Fig. 1: logic cells by family
Scale: 4 px per um.
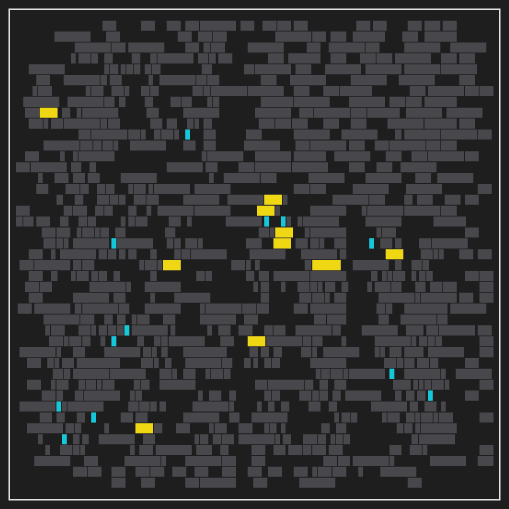
Fig. 2: sizing map
Scale: 4 px per um.
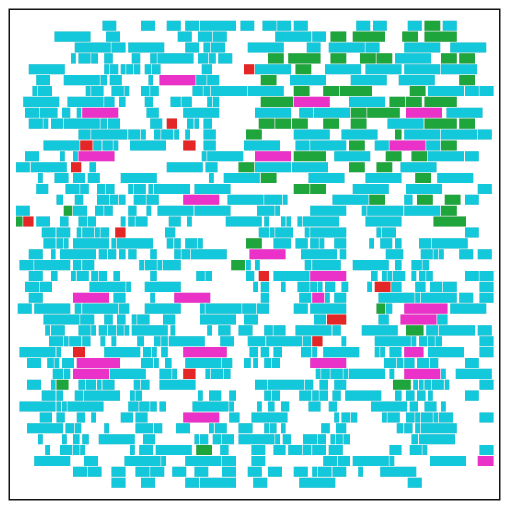
Fig. 3: routing congestion
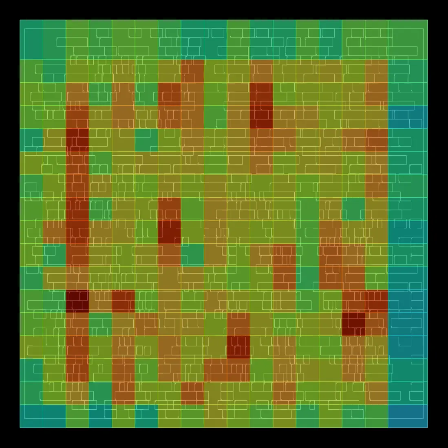
Fig. 4: met3 routing
Scale: 2 px per um.
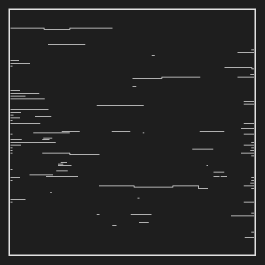
Fig. 5: met2 routing
Scale: 2 px per um.
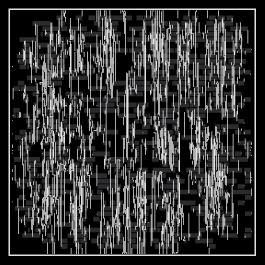
`src/rtl/xswitch_sink_pkg.sv`:
```
// ---------------------------------------------------------------------------
// xswitch_sink_pkg
// Shared types and constants for the xswitch output sink.
//   sink_state_e : acknowledge FSM states (IDLE, ACK, STALL)
//   sink_entry_t : buffered packet layout {src, data} at the default widths
//   NUM_PORTS    : number of switch source ports tracked by the statistics
// Optional feature macro used by the block: XSW_SINK_PARITY_EN
// ---------------------------------------------------------------------------
package xswitch_sink_pkg;

    localparam int unsigned NUM_PORTS   = 4;
    localparam int unsigned SINK_DATA_W = 8;
    localparam int unsigned SINK_ADDR_W = 2;

    typedef enum logic [1:0] {
        IDLE  = 2'd0,
        ACK   = 2'd1,
        STALL = 2'd2
    } sink_state_e;

    // Default-width view of one FIFO entry; the parameterised top packs
    // the same {src, data} ordering into a flat vector.
    typedef struct packed {
        logic [SINK_ADDR_W-1:0] src;
        logic [SINK_DATA_W-1:0] data;
    } sink_entry_t;

endpackage

```
`src/rtl/xswitch_out_sink_if.sv`:
```
// ---------------------------------------------------------------------------
// xswitch_out_sink_if
// Handshake bundle between one xswitch output port and its sink.
//   valid_out : switch offers a packet this cycle
//   addr_out  : source port of the offered packet
//   data_out  : payload of the offered packet
//   data_rd   : sink acknowledge, one cycle after an accepted offer
//   data_par  : even parity over data_out   (XSW_SINK_PARITY_EN only)
//   par_err   : parity mismatch, with data_rd (XSW_SINK_PARITY_EN only)
// modport master : switch side; modport slave : sink side
// ---------------------------------------------------------------------------
interface xswitch_out_sink_if #(
    parameter int unsigned DATA_W = 8,
    parameter int unsigned ADDR_W = 2
);
    logic              valid_out;
    logic [ADDR_W-1:0] addr_out;
    logic [DATA_W-1:0] data_out;
    logic              data_rd;
`ifdef XSW_SINK_PARITY_EN
    logic              data_par;
    logic              par_err;
`endif

`ifdef XSW_SINK_PARITY_EN
    modport master (output valid_out, addr_out, data_out, data_par,
                    input  data_rd, par_err);
    modport slave  (input  valid_out, addr_out, data_out, data_par,
                    output data_rd, par_err);
`else
    modport master (output valid_out, addr_out, data_out,
                    input  data_rd);
    modport slave  (input  valid_out, addr_out, data_out,
                    output data_rd);
`endif

endinterface

```
`src/rtl/xswitch_sink_fifo.sv`:
```
// ---------------------------------------------------------------------------
// xswitch_sink_fifo
// Show-ahead FIFO: rdata always presents the head entry from storage.
//   clk, reset_n : clock, asynchronous active-low reset
//   push, wdata  : write request and data (ignored when full without pop)
//   pop          : remove head (ignored when empty)
//   flush        : clear pointers and count; overrides push and pop
//   rdata        : head entry
//   count        : occupancy, 0..DEPTH
//   full, empty  : occupancy flags
// ---------------------------------------------------------------------------
module xswitch_sink_fifo #(
    parameter int unsigned WIDTH = 10,
    parameter int unsigned DEPTH = 4
) (
    input  logic                       clk,
    input  logic                       reset_n,
    input  logic                       push,
    input  logic [WIDTH-1:0]           wdata,
    input  logic                       pop,
    input  logic                       flush,
    output logic [WIDTH-1:0]           rdata,
    output logic [$clog2(DEPTH):0]     count,
    output logic                       full,
    output logic                       empty
);
    localparam int unsigned PTR_W = $clog2(DEPTH);

    logic [WIDTH-1:0] mem_q [DEPTH];
    logic [WIDTH-1:0] mem_d [DEPTH];
    logic [PTR_W-1:0] wr_ptr_q, wr_ptr_d;
    logic [PTR_W-1:0] rd_ptr_q, rd_ptr_d;
    logic [PTR_W:0]   count_q, count_d;
    logic             do_push, do_pop;

    assign full  = (count_q == (PTR_W+1)'(DEPTH));
    assign empty = (count_q == '0);
    assign count = count_q;
    assign rdata = mem_q[rd_ptr_q];

    always_comb begin
        mem_d    = mem_q;
        wr_ptr_d = wr_ptr_q;
        rd_ptr_d = rd_ptr_q;
        count_d  = count_q;
        do_pop   = pop && !empty && !flush;
        // A pop in the same cycle frees the slot the write lands in.
        do_push  = push && !flush && (!full || do_pop);

        if (flush) begin
            wr_ptr_d = '0;
            rd_ptr_d = '0;
            count_d  = '0;
        end else begin
            if (do_push) begin
                mem_d[wr_ptr_q] = wdata;
                wr_ptr_d        = wr_ptr_q + PTR_W'(1);
            end
            if (do_pop) begin
                rd_ptr_d = rd_ptr_q + PTR_W'(1);
            end
            case ({do_push, do_pop})
                2'b10:   count_d = count_q + (PTR_W+1)'(1);
                2'b01:   count_d = count_q - (PTR_W+1)'(1);
                default: count_d = count_q;
            endcase
        end
    end

    always_ff @(posedge clk or negedge reset_n) begin
        if (!reset_n) begin
            for (int unsigned i = 0; i < DEPTH; i++) begin
                mem_q[i] <= '0;
            end
            wr_ptr_q <= '0;
            rd_ptr_q <= '0;
            count_q  <= '0;
        end else begin
            for (int unsigned i = 0; i < DEPTH; i++) begin
                mem_q[i] <= mem_d[i];
            end
            wr_ptr_q <= wr_ptr_d;
            rd_ptr_q <= rd_ptr_d;
            count_q  <= count_d;
        end
    end

endmodule

```
`src/rtl/xswitch_out_sink.sv`:
```
// ---------------------------------------------------------------------------
// xswitch_out_sink
// Receiving end of one xswitch output port. Accepts offers when the local
// FIFO has room (or is being popped), acknowledges with a registered
// data_rd one cycle later, buffers {source, data} for a local consumer and
// keeps per-source accept and refused-offer statistics.
//   clk, reset_n : clock, asynchronous active-low reset
//   sw           : switch handshake (xswitch_out_sink_if.slave)
//   pkt_valid/pkt_src/pkt_data/pkt_ready : show-ahead consumer port
//   flush        : synchronous FIFO clear (counters untouched)
//   stats_clr    : synchronous statistics clear, wins over increments
//   acc_cnt      : accepted packets per source, slice i = source i
//   stall_cnt    : refused offers
//   par_err_cnt  : parity-error offers (XSW_SINK_PARITY_EN only)
// Optional feature macro: XSW_SINK_PARITY_EN
// ---------------------------------------------------------------------------
module xswitch_out_sink
    import xswitch_sink_pkg::*;
#(
    parameter int unsigned DATA_W = 8,
    parameter int unsigned ADDR_W = 2,
    parameter int unsigned DEPTH  = 4,
    parameter int unsigned CNT_W  = 16
) (
    input  logic                       clk,
    input  logic                       reset_n,
    xswitch_out_sink_if.slave          sw,
    output logic                       pkt_valid,
    output logic [ADDR_W-1:0]          pkt_src,
    output logic [DATA_W-1:0]          pkt_data,
    input  logic                       pkt_ready,
    input  logic                       flush,
    input  logic                       stats_clr,
    output logic [NUM_PORTS*CNT_W-1:0] acc_cnt,
    output logic [CNT_W-1:0]           stall_cnt
`ifdef XSW_SINK_PARITY_EN
    ,
    output logic [CNT_W-1:0]           par_err_cnt
`endif
);
    localparam int unsigned ENTRY_W = ADDR_W + DATA_W;

    sink_state_e                       state_q, state_d;
    logic [NUM_PORTS-1:0][CNT_W-1:0]   acc_q, acc_d;
    logic [CNT_W-1:0]                  stall_q, stall_d;

    logic                              pop;
    logic                              can_accept;
    logic                              accept;
    logic                              refuse;
    logic [ENTRY_W-1:0]                fifo_rdata;
    logic [$clog2(DEPTH):0]            fifo_count;
    logic                              fifo_full;
    logic                              unused_fifo_empty;

    xswitch_sink_fifo #(
        .WIDTH (ENTRY_W),
        .DEPTH (DEPTH)
    ) u_fifo (
        .clk     (clk),
        .reset_n (reset_n),
        .push    (accept),
        .wdata   ({sw.addr_out, sw.data_out}),
        .pop     (pop),
        .flush   (flush),
        .rdata   (fifo_rdata),
        .count   (fifo_count),
        .full    (fifo_full),
        .empty   (unused_fifo_empty)
    );

    assign pkt_valid = (fifo_count != '0);
    assign pkt_src   = fifo_rdata[ENTRY_W-1:DATA_W];
    assign pkt_data  = fifo_rdata[DATA_W-1:0];

    assign pop        = pkt_valid && pkt_ready;
    assign can_accept = !fifo_full || pop;
    assign accept     = !flush && sw.valid_out && can_accept;
    assign refuse     = !flush && sw.valid_out && !can_accept;

    assign sw.data_rd = (state_q == ACK);
    assign acc_cnt    = acc_q;
    assign stall_cnt  = stall_q;

    always_comb begin
        state_d = IDLE;
        if (flush) begin
            state_d = IDLE;
        end else if (accept) begin
            state_d = ACK;
        end else if (sw.valid_out) begin
            state_d = STALL;
        end
    end

    always_comb begin
        acc_d   = acc_q;
        stall_d = stall_q;
        if (stats_clr) begin
            acc_d   = '0;
            stall_d = '0;
        end else begin
            for (int unsigned i = 0; i < NUM_PORTS; i++) begin
                if (accept && (32'(sw.addr_out) == i) && (acc_q[i] != '1)) begin
                    acc_d[i] = acc_q[i] + CNT_W'(1);
                end
            end
            if (refuse && (stall_q != '1)) begin
                stall_d = stall_q + CNT_W'(1);
            end
        end
    end

    always_ff @(posedge clk or negedge reset_n) begin
        if (!reset_n) begin
            state_q <= IDLE;
            acc_q   <= '0;
            stall_q <= '0;
        end else begin
            state_q <= state_d;
            acc_q   <= acc_d;
            stall_q <= stall_d;
        end
    end

`ifdef XSW_SINK_PARITY_EN
    logic             par_err_q, par_err_d;
    logic [CNT_W-1:0] par_cnt_q, par_cnt_d;
    logic             par_mis;

    // Even parity: data bits plus parity bit must XOR to zero.
    assign par_mis     = ^{sw.data_out, sw.data_par};
    assign sw.par_err  = par_err_q;
    assign par_err_cnt = par_cnt_q;

    always_comb begin
        par_err_d = accept && par_mis;
        par_cnt_d = par_cnt_q;
        if (stats_clr) begin
            par_cnt_d = '0;
        end else if (accept && par_mis && (par_cnt_q != '1)) begin
            par_cnt_d = par_cnt_q + CNT_W'(1);
        end
    end

    always_ff @(posedge clk or negedge reset_n) begin
        if (!reset_n) begin
            par_err_q <= 1'b0;
            par_cnt_q <= '0;
        end else begin
            par_err_q <= par_err_d;
            par_cnt_q <= par_cnt_d;
        end
    end
`endif

endmodule

```
`src/flat_wrapper.sv`:
```
// flat-port wrapper written by rule: the top's interface ports become plain ports
module xswitch_out_sink_flat import xswitch_sink_pkg::*;
#(
    parameter int unsigned DATA_W = 8,
    parameter int unsigned ADDR_W = 2,
    parameter int unsigned DEPTH  = 4,
    parameter int unsigned CNT_W  = 16
)
  (clk, reset_n, pkt_valid, pkt_src, pkt_data, pkt_ready, flush, stats_clr, acc_cnt, stall_cnt, sw_valid_out, sw_addr_out, sw_data_out, sw_data_rd);
  xswitch_out_sink_if #(.DATA_W(DATA_W), .ADDR_W(ADDR_W)) sw_i ();
  input  logic clk;
  input  logic reset_n;
  output logic pkt_valid;
  output logic [ADDR_W-1:0] pkt_src;
  output logic [DATA_W-1:0] pkt_data;
  input  logic pkt_ready;
  input  logic flush;
  input  logic stats_clr;
  output logic [NUM_PORTS*CNT_W-1:0] acc_cnt;
  output logic [CNT_W-1:0] stall_cnt;
  input wire logic [$bits(sw_i.valid_out)-1:0] sw_valid_out;
  input wire logic [$bits(sw_i.addr_out)-1:0] sw_addr_out;
  input wire logic [$bits(sw_i.data_out)-1:0] sw_data_out;
  output wire logic [$bits(sw_i.data_rd)-1:0] sw_data_rd;
  assign sw_i.valid_out = sw_valid_out;
  assign sw_i.addr_out = sw_addr_out;
  assign sw_i.data_out = sw_data_out;
  assign sw_data_rd = sw_i.data_rd;
  xswitch_out_sink #(.DATA_W(DATA_W), .ADDR_W(ADDR_W), .DEPTH(DEPTH), .CNT_W(CNT_W)) u_core (.clk(clk), .reset_n(reset_n), .sw(sw_i), .pkt_valid(pkt_valid), .pkt_src(pkt_src), .pkt_data(pkt_data), .pkt_ready(pkt_ready), .flush(flush), .stats_clr(stats_clr), .acc_cnt(acc_cnt), .stall_cnt(stall_cnt));
endmodule
```
`config.mk`:
```
export PLATFORM = sky130hd
export DESIGN_NAME = xswitch_out_sink_flat
export DESIGN_NICKNAME = d
export VERILOG_FILES = /design/src/rtl/xswitch_sink_pkg.sv /design/src/rtl/xswitch_out_sink_if.sv /design/src/rtl/xswitch_sink_fifo.sv /design/src/rtl/xswitch_out_sink.sv /design/src/flat_wrapper.sv
export SDC_FILE = /design/constraint.sdc
export NUM_CORES = 1
export LEC_CHECK = 0
export ABC_CLOCK_PERIOD_IN_PS = 7540
export CELL_PAD_IN_SITES_DETAIL_PLACEMENT = 0
export CELL_PAD_IN_SITES_GLOBAL_PLACEMENT = 1
export CORE_MARGIN = 1
export CORE_UTILIZATION = 45
export CTS_BUF_LIST = sky130_fd_sc_hd__clkbuf_4 sky130_fd_sc_hd__clkbuf_8 sky130_fd_sc_hd__clkbuf_16
export CTS_CLUSTER_SIZE = 25
export DETAILED_ROUTE_END_ITERATION = 7
export GPL_TIMING_DRIVEN = 1
export PLACE_DENSITY_LB_ADDON = 0.1
export SKIP_LAST_GASP = 1
export SLEW_MARGIN = 20
export SYNTH_ARGS = -nofsm -noshare
export SYNTH_HDL_FRONTEND = slang
export SYNTH_SLANG_ARGS = --single-unit
```
`constraint.sdc`:
```
create_clock -name clk -period 7.54 [get_ports clk]
set_input_delay 1.131 -clock clk [delete_from_list [all_inputs] [get_ports clk]]
set_output_delay 1.131 -clock clk [all_outputs]
set_load 0.01 [all_outputs]
```
==> flow_results.org <==
* Implementation run

** Clock network
- Clock edge transition at the registers on the reported setup and hold paths :: 0.06 ns
- Number of hold buffers added after cts :: 0
- The longest clock path from root to sink contains 2 buffers.
- Per the repair_timing log after CTS, setup buffers inserted total 0.

** Timing
- Worst-Margin Slew :: 1.091 ns
- Post-route period utilization is reported as 46.46%.
- The worst-case max-slew headroom was logged as 26.71%.
- The most critical hold endpoint after final layout shows a slack of 0.5010 ns.
- Setup repair after global routing left no endpoint under its margin.
- For the final routed database, the setup TNS stands at 0 ns.

** Status
- Run status :: finished clean

** Run
- Count of tool warnings :: 29
- In this run the maximum-capacitance check reported violations numbering 0.

** Logic synthesis
- Fraction of the yosys area taken by sequential cells :: 49.61%
- Mean instance size in the synthesized netlist :: 10.69 um2
- The Yosys step of the flow raised 0 warnings.
- The netlist uses 43 different library cells.
- Synth Net Count :: 635
- Counting flops with a built-in enable in the synthesized netlist gives 0.
- Yosys stat counts 609 cells in the synthesized netlist.
- Per the synthesis report, the dominant area consumer among library cells is dfrtp_1.

** Drt
- Per the log, the first TritonRoute iteration ended with a DRC count of 258.
- According to the report, the first pass of detailed routing completed in 4 iterations.
- Routed signal wires occupy layers up through met4.

** Power and ir drop
- Flip-flop and latch power :: 876 uW
- Summed over all cells, the static leakage comes to 0.003310 uW.
- Clock network fraction of total power :: 40.2%

** Worst hold path
- Launch point of the worst hold path :: u_core.u_fifo.mem_q[17]$_DFFE_PN0P_
- The report gives the cell count of the worst hold path as 1.

** Final layout
- Ratio of cells with drive above 1 in the final layout :: 13.17%
- Ant. Diodes :: 0
- There are 129 flip-flops and latches.
- Clock buffers and inverters, area share :: 7.191%
- Clock buffers in the final layout number 18.

** Critical path
- The capture point of the critical path was reported as pkt_data[7].
- Critical Path Stages :: 2
- End of the worst register-to-register path :: u_core.u_fifo.count[2]$_DFFE_PN0P_
- The worst setup path is captured at an output pin.
- STA classifies the critical path startpoint as a register.

** Global route
- First-pass GRT wire length :: 25300 um

** Floorplan
- Die width :: 122.3 um

** Place
- The count of buffers added on input and output ports is 107.
Notes on Fig. 1 above:
| color | family | cells |
|---|---|---|
| yellow | adder and majority cells | 10 |
| cyan | inverters | 12 |

Notes on Fig. 2 above:
| color | size | cells |
|---|---|---|
| cyan | drive 1 or less | 633 |
| green | drive 2 | 60 |
| magenta | drive 6 and up | 23 |
| red | drive 3 to 4 | 13 |

Notes on Fig. 3 above:
Post-Route Utilization: 59.70%
met1 usage in global routing: 28.46%
fraction of met2 tracks used by global routing: 35.53%

Notes on Fig. 4 above:
share of all routed wire: 4.1%
nets with wire on the layer: 71
main direction: horizontal
longest straight run: 23.2 um

Notes on Fig. 5 above:
main direction: vertical
share of all routed wire: 50%

-- flip-flops by register name, summed over array words and instances (netlist names) --
| signal | count |
|---|---|
| u_core.u_fifo.count | 3 |
| u_core.state_q | 2 |
| u_core.u_fifo.rd_ptr_q | 2 |
| u_core.acc_cnt | 64 |
| u_core.stall_cnt | 16 |
| u_core.u_fifo.mem_q | 40 |
| u_core.u_fifo.wr_ptr_q | 2 |
-- kinds of logic after synthesis --
group                      synth area share, %
adders and majority gates                2.038
xor gates and xnor gates                 8.210
AOI/OAI and AO/OA                        5.884
buffers and inverters                    1.903
muxes                                    11.65
and+or+nand+nor                          20.71
DFF                                      49.61
Power figures rest on the tool's default switching activity, not on a simulated workload.
